Fig. 1: clock nets
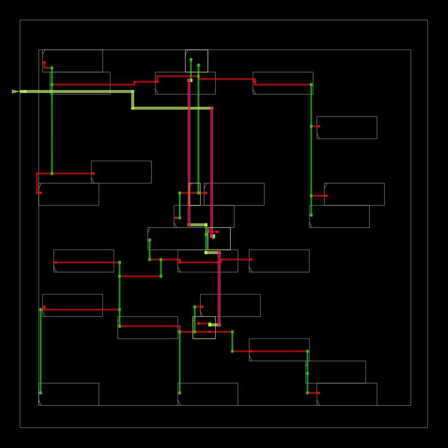
Fig. 2: placement by cell class
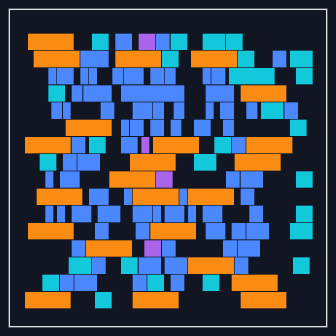
Fig. 3: clock network drawn from the DEF
Scale bar: 10 um.
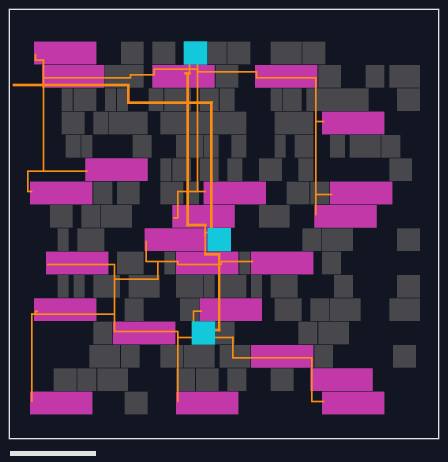
==> config.mk <==
export PLATFORM = sky130hd
export DESIGN_NAME = sec_sdrd_deser
export DESIGN_NICKNAME = d
export VERILOG_FILES = /design/src/rtl/sec_sdrd_deser.sv
export SDC_FILE = /design/constraint.sdc
export NUM_CORES = 1
export LEC_CHECK = 0
export CAP_MARGIN = 20
export CORE_MARGIN = 2
export CORE_UTILIZATION = 48
export DETAILED_ROUTE_END_ITERATION = 10
export HOLD_SLACK_MARGIN = 0.08
export PLACE_DENSITY_LB_ADDON = 0.08
export REMOVE_ABC_BUFFERS = 1
export SYNTH_ARGS = -nofsm -noshare
export SYNTH_HDL_FRONTEND = slang
export SYNTH_SLANG_ARGS = --single-unit
==> constraint.sdc <==
create_clock -name clk -period 1.8 [get_ports clk]
set_input_delay 0.36 -clock clk [delete_from_list [all_inputs] [get_ports clk]]
set_output_delay 0.36 -clock clk [all_outputs]
set_load 0.05 [all_outputs]
==> results.tsv <==
metric	value	unit
status	completed	
flop_cell	dfxtp_1	
worst_pin_slew	0.3773	ns
synth_top_area_share	45.54	%
largest_register_ffs	8	
vias	814	
setup_viol	0	
seq_area_frac_synth	45.54	%
synth.largest_area_cell	dfxtp_1	
yosysChipArea	1011	um2
layout-drive-gt1-share	19.69	%
ys_sh_aoi	10.89	%
worst_slack	0.1643	ns
post_dp_cell_area	1231	um2
crit_type	flip-flop to flip-flop	
edf_count	0	
synth_flop_count	23	
rsz0062_at_grt	no	
fp_util	51.01	%
holdWs	0.4801	ns
synthTopCellsByCount	23 x dfxtp_1, 19 x nand2b_1, 8 x mux2i_1, 8 x nor2_1, 7 x a32oi_1	
avgRoutedWirePerCell	12.19	um
logic_area	503.0	um2
top_cell	dfxtp_1	
min_path_type	flip-flop to flip-flop	
max_freq	611.4	MHz
syn_area	1011	um2
regArea	460.4	um2
dpl_worst_slack	0.09567	ns
grt.total_usage	16.88	%
report.final.slew_viol_count	0	
syn_to_final_growth	24.38	%
antenna_left	0	
cts_root_buf	clkbuf_4	
synth.area.mux_share	7.921	%
ys_cells	104	
clk_pin_slew	0.12	ns
die_area	2490	um2
nets	137	
yosysWarnings	0	
area_leaders	dfxtp_1 46%, nand2b_1 12%, mux2i_1 7.9%, a32oi_1 6.1%, nor2_1 3.0%	
hold_depth	2	
cp_data_required_time	2.05	ns
cts_tree	yes	
async_reset_ff_share	0	%
die_y	49.90	um
dp_hpwl	1334	um
warnings	26	
maxCapViolCount	0	
slew-limit-headroom	74.82	%
grt-ovfl-total	0	
cp-start-kind	flip-flop	
antenna_found_initial	0	
post-cts-setup-buffer-count	0	
n_antenna_cell	0	
post_cts_resized	0	
wl	1878	um
ir_drop	0.0005623	V
ff2ff_setup_slack	0.16	ns
hold_buffers	0	
syn_inst	104	
grt_start_max_net_pins	21	
clockBufferDepth	2	
fill_cells	176	
power_density	656.3	nW/um2
drc	0	
drt_iter0_markers	7	
synth_cell_types	27	
htreeDepth	1	
cp_cell_sequence	ha_1 -> nand4bb_4 -> nor3b_2 -> buf_4 -> mux2i_1	
die_x	49.90	um
crit_path_end_kind	flip-flop	
cp_max_fo	12	
Notes on Fig. 1 above:
total clock sinks: 23
Num CTS Buffers: 3

Notes on Fig. 2 above:
color	class	cells	share of their area
purple	clock drivers and dummy loads	4	2.1%
orange	flip-flops	23	38%
blue	all other logic	74	42%
cyan	other buffers and delay cells	26	18%
Final Util: 63.45%
cell area after layout: 1257 um2
flop share of the area: 36.62%
Core ar.: 1982 um2
row count: 16

Notes on Fig. 3 above:
[magenta] flip-flops | count: 23
[orange] clock wires | length: 284 um
[cyan] cells driving clock nets | count: 3
routed clock nets	4
flops lie	widely spread
worst skew pair latency: 0.31 ns
Final Skew: 0.001525 ns
clock network power: 0.240 mW
clock share of power: 29.1%

critical path: cells and delay by family (launching register included):
kind          cells  cell delay (ns)
fa+ha+maj         1             0.29
mux               1             0.19
buf+inv           1             0.22
simple gates      2             0.47
flops             1             0.41
report_power, final:
part	total, mW	switching [mW]	internal [mW]
clock	0.240	0.153	0.0867
sequential	0.515	0.00301	0.512
combinational	0.0701	0.0358	0.0342
total	0.825	0.192	0.633
final cells by class:
type                            instances  share of cell area (%)
Multi-Input combinational cell         71                   40.00
Sequential cell                        23                   36.62
Timing Repair Buffer                   26                   17.71
Tap cell                               27                   2.687
Clock buffer                            4                   2.090
Inverter                                3                  0.8955
per-stage QoR:
stage | std cells | total power [mW] | setup TNS, ns
CTS | 154 | 0.8351 | 0
finish | 154 | 0.8253 | 0
global route | 154 | 0.8644 | 0
floorplan | 97 | 0.5568 | -2.376
global placement | 150 | 0.5960 | 0
detailed placement | 150 | 0.5967 | 0
layer usage:
metal / wire [um] / up-vias / part of all wire, % / track usage [%]
met5: 0 / - / 0 / 0
met3: 87 / 6 / 4.6 / 3.030
met2: 859 / 21 / 46 / 25.11
met4: 42 / 0 / 2.2 / 9.722
met1: 889 / 378 / 47 / 22.81
li1: - / 409 / - / -
cell families (layout without fill, tap and decap cells):
family                   count (synthesis)  in the layout
AND-OR/OR-AND                           16             16
adder cells (fa/ha/maj)                  2              2
buffers and inverters                   10             33
flip-flops                              23             23
multiplexers                             8              8
AND/OR/NAND/NOR                         45             45
cells in the final DEF (no fill, tap or decap), drive strengths merged, types with 2 or more instances in the layout:
cell type	netlist	layout
clkbuf	4	4
dfxtp	23	23
ha	2	2
nand2b	19	19
nand3	2	2
o21ai	3	3
clkdlybuf4s50	0	6
inv	3	3
a32oi	7	7
mux2i	8	8
nor2	8	8
a21oi	4	4
buf	3	20
nand3b	2	2
nor2b	2	2
nand2	3	3
Power figures rest on the tool's default switching activity, not on a simulated workload.
